Fig. 1: run 1, routed clock nets over the placement
Scale: 2 px per um.
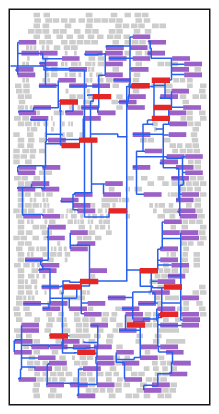
Fig. 2: run 1, nets reached from selected ports
Scale: 3 px per um.
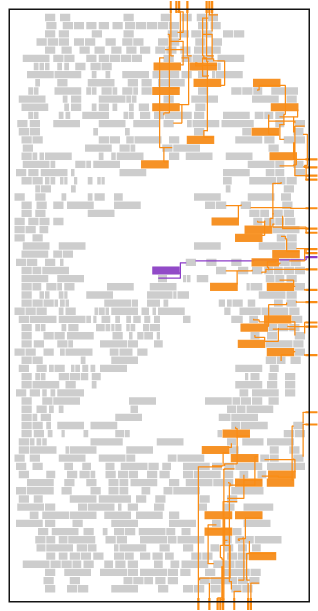
Fig. 3: run 1, placed cells, one color a class
Scale: 2 px per um.
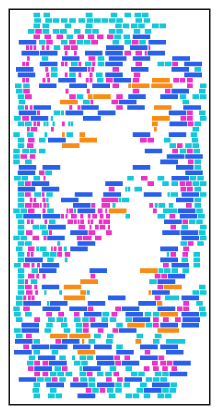
**src/rtl/cpu_pkg.sv**
```systemverilog
// rtl/cpu_pkg.sv - shared encodings and defaults for the memory port arbiter
package cpu_pkg;

  typedef enum logic [1:0] {
    ST_IDLE = 2'd0,
    ST_BUSY = 2'd1,
    ST_RESP = 2'd2
  } state_e;

  typedef enum logic {
    OWN_IF = 1'b0,
    OWN_DM = 1'b1
  } owner_e;

  localparam int TIMEOUT_DEFAULT = 16;

endpackage

```
**src/rtl/rr_arbiter2.sv**
```systemverilog
// rtl/rr_arbiter2.sv - two-way round-robin grant between fetch and data
module rr_arbiter2
  import cpu_pkg::*;
(
  input  logic clk_i,
  input  logic reset_i,
  input  logic if_req_i,
  input  logic dm_req_i,
  input  logic take_i,
  output logic valid_o,
  output logic gnt_dm_o
);

  owner_e last_q;

  // On a tie the requester that did not win last time is served.
  always_comb begin
    valid_o  = if_req_i | dm_req_i;
    gnt_dm_o = (if_req_i && dm_req_i) ? (last_q == OWN_IF) : dm_req_i;
  end

  always_ff @(posedge clk_i or posedge reset_i) begin
    if (reset_i) begin
      last_q <= OWN_IF;
    end else if (take_i && valid_o) begin
      last_q <= gnt_dm_o ? OWN_DM : OWN_IF;
    end
  end

endmodule

```
**src/rtl/mem_port_arbiter.sv**
```systemverilog
// rtl/mem_port_arbiter.sv - serialises fetch and data accesses onto one memory port
module mem_port_arbiter
  import cpu_pkg::*;
#(
  parameter int ADDR_W  = 32,
  parameter int DATA_W  = 32,
  parameter int TIMEOUT = TIMEOUT_DEFAULT
) (
  input  logic                clk,
  input  logic                reset,
  input  logic                if_req,
  input  logic [ADDR_W-1:0]   if_addr,
  output logic                if_done,
  output logic [DATA_W-1:0]   if_rdata,
  input  logic                dm_req,
  input  logic                dm_we,
  input  logic [ADDR_W-1:0]   dm_addr,
  input  logic [DATA_W-1:0]   dm_wdata,
  input  logic [DATA_W/8-1:0] dm_be,
  output logic                dm_done,
  output logic [DATA_W-1:0]   dm_rdata,
  output logic                err,
  output logic                mem_req,
  output logic                mem_we,
  output logic [ADDR_W-1:0]   mem_addr,
  output logic [DATA_W-1:0]   mem_wdata,
  output logic [DATA_W/8-1:0] mem_be,
  input  logic                mem_ack,
  input  logic [DATA_W-1:0]   mem_rdata
);

  localparam int CNT_W = $clog2(TIMEOUT);
  localparam logic [CNT_W-1:0] CNT_MAX = CNT_W'(TIMEOUT - 1);

  state_e              state_q;
  owner_e              owner_q;
  logic [CNT_W-1:0]    cnt_q;
  logic                mem_req_q, mem_we_q, if_done_q, dm_done_q, err_q;
  logic [ADDR_W-1:0]   mem_addr_q;
  logic [DATA_W-1:0]   mem_wdata_q, if_rdata_q, dm_rdata_q, resp_data;
  logic [DATA_W/8-1:0] mem_be_q;
  logic                gnt_valid, gnt_dm;

  rr_arbiter2 u_rr (
    .clk_i    (clk),
    .reset_i  (reset),
    .if_req_i (if_req),
    .dm_req_i (dm_req),
    .take_i   (state_q == ST_IDLE),
    .valid_o  (gnt_valid),
    .gnt_dm_o (gnt_dm)
  );

  // Writes and timeouts return zero so stale read data never leaks out.
  always_comb begin
    resp_data = '0;
    if (mem_ack && !mem_we_q) resp_data = mem_rdata;
  end

  always_ff @(posedge clk or posedge reset) begin
    if (reset) begin
      state_q     <= ST_IDLE;
      owner_q     <= OWN_IF;
      cnt_q       <= '0;
      mem_req_q   <= 1'b0;
      mem_we_q    <= 1'b0;
      mem_addr_q  <= '0;
      mem_wdata_q <= '0;
      mem_be_q    <= '0;
      if_done_q   <= 1'b0;
      dm_done_q   <= 1'b0;
      if_rdata_q  <= '0;
      dm_rdata_q  <= '0;
      err_q       <= 1'b0;
    end else begin
      if_done_q <= 1'b0;
      dm_done_q <= 1'b0;
      case (state_q)
        ST_IDLE: begin
          if (gnt_valid) begin
            owner_q     <= gnt_dm ? OWN_DM : OWN_IF;
            mem_addr_q  <= gnt_dm ? dm_addr : if_addr;
            mem_we_q    <= gnt_dm & dm_we;
            mem_wdata_q <= gnt_dm ? dm_wdata : '0;
            mem_be_q    <= gnt_dm ? dm_be : '1;
            cnt_q       <= '0;
            mem_req_q   <= 1'b1;
            state_q     <= ST_BUSY;
          end
        end
        ST_BUSY: begin
          if (mem_ack || cnt_q == CNT_MAX) begin
            mem_req_q <= 1'b0;
            err_q     <= !mem_ack;
            state_q   <= ST_RESP;
            if (owner_q == OWN_DM) begin
              dm_done_q  <= 1'b1;
              dm_rdata_q <= resp_data;
            end else begin
              if_done_q  <= 1'b1;
              if_rdata_q <= resp_data;
            end
          end else begin
            cnt_q <= cnt_q + 1'b1;
          end
        end
        ST_RESP: begin
          state_q <= ST_IDLE;
        end
        default: begin
          state_q   <= ST_IDLE;
          mem_req_q <= 1'b0;
        end
      endcase
    end
  end

  assign mem_req   = mem_req_q;
  assign mem_we    = mem_we_q;
  assign mem_addr  = mem_addr_q;
  assign mem_wdata = mem_wdata_q;
  assign mem_be    = mem_be_q;
  assign if_done   = if_done_q;
  assign dm_done   = dm_done_q;
  assign if_rdata  = if_rdata_q;
  assign dm_rdata  = dm_rdata_q;
  assign err       = err_q;

endmodule

```
**config.mk**
```make
export PLATFORM = sky130hd
export DESIGN_NAME = mem_port_arbiter
export DESIGN_NICKNAME = d
export VERILOG_FILES = /design/src/rtl/cpu_pkg.sv /design/src/rtl/rr_arbiter2.sv /design/src/rtl/mem_port_arbiter.sv
export SDC_FILE = /design/constraint.sdc
export NUM_CORES = 1
export LEC_CHECK = 0
export CAP_MARGIN = 10
export CORE_ASPECT_RATIO = 2
export CORE_MARGIN = 1
export CORE_UTILIZATION = 30
export CTS_CLUSTER_DIAMETER = 100
export DETAILED_ROUTE_END_ITERATION = 8
export GPL_TIMING_DRIVEN = 0
export PLACE_DENSITY_LB_ADDON = 0.3
export SETUP_SLACK_MARGIN = 0.4
export SLEW_MARGIN = 10
export SYNTH_ARGS = -nofsm -noshare
export SYNTH_HDL_FRONTEND = slang
export SYNTH_SLANG_ARGS = --single-unit
```
**constraint.sdc**
```tcl
create_clock -name clk -period 12.78 [get_ports clk]
set_clock_uncertainty 0.2 [all_clocks]
set_input_delay 2.556 -clock clk [delete_from_list [all_inputs] [get_ports clk]]
set_output_delay 2.556 -clock clk [all_outputs]
set_load 0.01 [all_outputs]
```
==> impl_metrics.py, run 1 <==
# Auto-generated metrics
metrics = {
    "status": {
        "status": "complete, no violations",
    },
    "timing": {
        "period_used_pct": 33.0,
        "grt_setup_unrepaired": "false",
        "slew_headroom_pct": 52.6,
        "fin_crit_ps": 4220,
    },
    "synth": {
        "syn_inst": 425,
        "netlist_area_mm2": 0.00570,
        "syn_area_per_cell_um2": 13.4,
        "yosysSeqAreaShare_pct": 63.2,
        "ff_type": "dfrtp_1",
        "syn_nets": 564,
    },
    "clock_network": {
        "htreeDepth": 4,
        "cts_setup_buffers": 0,
    },
    "floorplan": {
        "die_area_mm2": 0.0196,
        "coreArea_mm2": 0.0187,
    },
    "power": {
        "total_power_mw": 2.35,
        "ir_worst_vdd_uv": 109,
    },
    "finish": {
        "area_growth_syn_to_layout_pct": 65.1,
        "insertedDiodeCount": 0,
        "drive_gt1_share_pct": 8.47,
    },
    "route": {
        "antenna_left": 0,
        "drt-pass1-iter-count": 4,
    },
    "job": {
        "tool_warnings": 26,
    },
    "worst_setup_path": {
        "cpPeakStageDelay_ps": 600,
        "crit_buf_inv": 1,
        "crit_required_ps": 10020,
    },
    "grt": {
        "grt_pass1_wl_mm": 27.7,
        "grt_use_total_pct": 18.7,
    },
}
About Fig. 1:
[red] clock-net drivers | count: 17
[blue] clock wires | length: 1990 um
[purple] flip-flops | count: 144
routed clock nets	18
flops lie	widely spread
Clk. pwr: 0.521 mW
Clk network pwr share: 22.2%
Clock Latency Late Sink: 410 ps

About Fig. 2:
color	port	bits	direction	edge	end cells	buffers	wire
orange	if_rdata	32	output	17 east, 8 south, 7 north	32	32	1120 um
purple	err	1	output	east	1	1	53.0 um
number of buffers added on ports: 274
I/O pin cnt: 275

About Fig. 3:
color	class	cells
orange	clock drivers and dummy loads	32
blue	registers	144
magenta	remaining logic cells	242
cyan	remaining buffers and delay cells	314
num rows: 71
design area: 0.00942 mm2
sequential cell area share: 38.3%

-- run 1: per-stage QoR --
step / cell area [um2] / hold slack (ps) / util [%] / setup slack, ps
after floorplan: 5700 / 271 / - / 6160
after global placement: 8760 / 274 / 46.8 / 4320
after detailed placement: 8800 / 290 / 46.9 / 8170
after CTS: 9420 / 305 / 50.2 / 8520
after global routing: 9420 / 314 / 50.2 / 8480
final: 9420 / 301 / 50.2 / 8560
-- run 1: sequential cells by signal, indices dropped and copies added, names as in the netlist --
| register | flops |
|---|---|
| mem_be | 4 |
| mem_wdata | 32 |
| dm_rdata | 32 |
| state_q | 2 |
| cnt_q | 4 |
| err | 1 |
| mem_addr | 32 |
| owner_q | 1 |
| if_rdata | 32 |
| dm_done | 1 |
| mem_we | 1 |
| if_done | 1 |
| mem_req | 1 |
-- run 1: cell families after synthesis --
group	share of synthesized area [%]
multiplexers	5.97
AND-OR/OR-AND	23.2
adder cells (fa/ha/maj)	0.219
flip-flops	63.2
AND/OR/NAND/NOR	2.85
buffers and inverters	4.54
-- run 1: power by group through the flow --
| stage | clock (mW) | combinational (mW) | sequential, mW |
|---|---|---|---|
| 2_1_floorplan | 0 | 0.349 | 0.889 |
| 3_3_place_gp | 0 | 1.01 | 0.802 |
| 3_5_place_dp | 0 | 1.03 | 0.813 |
| 4_1_cts | 0.538 | 1.03 | 0.809 |
| 5_1_grt | 0.556 | 1.09 | 0.836 |
| 6_report | 0.521 | 1.02 | 0.809 |
-- run 1: layout make-up --
cell class / count / area, um2 / share of cell area (%)
buffer: 39 / 244 / 2.59
clock buffer: 18 / 429 / 4.56
clock inverter: 14 / 191 / 2.03
inverter: 4 / 20.0 / 0.213
multi-input combinational: 238 / 1840 / 19.5
sequential: 144 / 3600 / 38.3
tap: 255 / 319 / 3.39
timing repair buffer: 275 / 2770 / 29.4
-- run 1: routing by layer --
metal	vias to the layer above	global-route usage, %	part of all wire (%)	wire, um
met5	-	0	0	0
met4	0	10.2	4.0	712
met3	47	4.86	5.0	899
met2	203	34.8	56	10000
met1	2419	18.5	35	6340
li1	2204	-	-	-
-- run 1: cell usage after synthesis, types with 3 or more instances --
cell type  number
dfrtp_1       144
a22o_1         79
o21ai_0        62
mux2i_1        34
a32o_1         19
clkbuf_1       16
buf_2          13
buf_6           5
nor2_1          5
inv_1           4
nand2_1         4
o22a_1          4
and2_1          3
buf_4           3
o21ai_1         3
-- run 1: worst min path at each step --
| stage | slack, ps | depth (start not counted) | end |
|---|---|---|---|
| after global routing | 310 | 1 | mem_wdata[21] |
| final | 300 | 1 | if_rdata[14] |
| after global placement | 270 | 1 | if_rdata[28] |
| after detailed placement | 290 | 1 | if_rdata[18] |
| after floorplan | 270 | 1 | cnt_q[0] |
| after CTS | 310 | 1 | if_rdata[27] |
==> inputs of run 2 (changes only) <==
clock period = 3.9 ns   (was 12.78 ns; I/O delays follow)
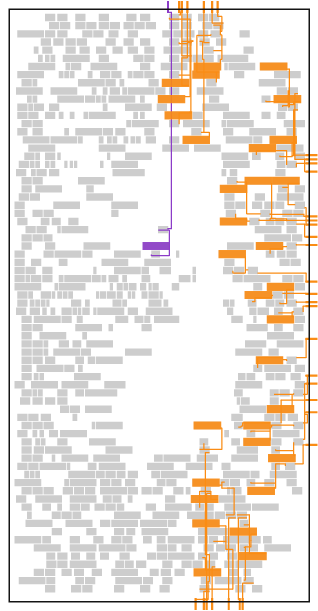
Fig. 4. Nets reached from selected ports (run 2).
Scale: 3 px per um.
color	port	bits	direction	edge	end cells	buffers	wire
purple	err	1	output	north	1	1	93.6 um
orange	if_rdata	32	output	19 east, 7 south, 6 north	32	32	1030 um

==> run 2 against run 1 <==
Against the previous run: combinational power rose to 3.3 times the previous value; synthesized cell count unchanged; critical path type is now input port to flop; clock power rose to 3.0 times the previous value; global-route usage up 0.23 points; area after synthesis unchanged; die size unchanged; first-iteration DRC count up 6.0%.
==> impl_metrics.py, run 2 <==
# Auto-generated metrics
metrics = {
    "route": {
        "drt-pass1-iter-count": 4,
    },
    "floorplan": {
        "die_area_mm2": 0.0196,
        "rows": 71,
        "coreArea_mm2": 0.0187,
        "ios": 275,
    },
    "placement": {
        "place_area_mm2": 0.00886,
        "portBuffers": 274,
    },
    "synth": {
        "yosysMostFrequentCell": "dfrtp_1",
        "netlist_area_mm2": 0.00570,
        "yosysSeqAreaShare_pct": 63.2,
        "syn_inst": 425,
        "ff_type": "dfrtp_1",
        "syn_area_per_cell_um2": 13.4,
        "syn_nets": 564,
    },
    "finish": {
        "final_area_mm2": 0.00941,
        "comb_area_mm2": 0.00184,
    },
    "worst_setup_path": {
        "cpPeakStageDelay_ps": 600,
    },
    "clock_network": {
        "cts_setup_buffers": 0,
        "clock_latency_ps": 410,
    },
    "min_path": {
        "hold_depth": 1,
    },
    "grt": {
        "grt_use_total_pct": 18.9,
    },
    "status": {
        "status": "complete, no violations",
    },
    "job": {
        "tool_warnings": 26,
    },
    "timing": {
        "period_used_pct": 63.2,
    },
    "power": {
        "total_power_mw": 7.54,
        "ir_worst_vdd_uv": 344,
        "clock_power_share_pct": 20.5,
    },
}
[run 2: how the worst max path moves through the flow]
stage | slack (ps) | to | start
2_1_floorplan | 1110 | cnt_q[0] | reset
3_3_place_gp | -50 | mem_addr[25] | reset
3_5_place_dp | 1010 | dm_rdata[27] | mem_ack
4_1_cts | 1430 | mem_we | mem_we
5_1_grt | 1330 | dm_rdata[23] | mem_ack
6_report | 1430 | dm_rdata[23] | mem_ack
[run 2: stage by stage]
step                setup WS [ps]  utilization (%)  hold WS (ps)  setup TNS (ps)  instances
CTS                          1430             50.2           295               0        988
floorplan                    1110                -           271               0        425
global route                 1330             50.2           308               0        988
finish                       1430             50.2           291               0        988
detailed placement           1010             47.2           281               0        958
global placement            -54.1             46.8           274           -5360        954
[run 2: cell type report]
| class | instances | share of cell area [%] |
|---|---|---|
| well taps | 255 | 3.39 |
| clock buffers | 19 | 4.60 |
| flip-flops and latches | 144 | 38.3 |
| multi-input cells | 238 | 19.6 |
| inverters | 4 | 0.199 |
| repair buffers | 278 | 30.1 |
| plain buffers | 39 | 2.59 |
| clock inverters | 11 | 1.26 |
[run 2: cell families (layout without fill, tap and decap cells)]
kind of cell               after synthesis  in the layout  share of synthesized area, %
AOI/OAI and AO/OA                      178            178                          23.2
buffers and inverters                   43            351                          4.54
adders and majority gates                1              1                         0.219
and+or+nand+nor                         25             25                          2.85
DFF                                    144            144                          63.2
muxes                                   34             34                          5.97
[run 2: power groups by stage]
stage	clock, mW	combinational (mW)	sequential, mW
6_report	1.54	3.35	2.64
3_3_place_gp	0	3.30	2.62
4_1_cts	1.59	3.40	2.65
5_1_grt	1.65	3.59	2.73
2_1_floorplan	0	1.14	2.91
3_5_place_dp	0	3.39	2.66
[run 2: critical path: cells and delay by family]
family	cells	cell delay (ps)
AND-OR/OR-AND	1	280
buffers and inverters	3	1550
[run 2: per-layer routing]
metal | vias to the layer above | GRT usage (%) | wire (um)
met4 | 0 | 9.53 | 598
met3 | 33 | 4.68 | 967
met5 | - | 0 | 0
met2 | 201 | 36.2 | 10300
li1 | 2201 | - | -
met1 | 2423 | 18.4 | 6250
Power and IR drop assume default switching activity.
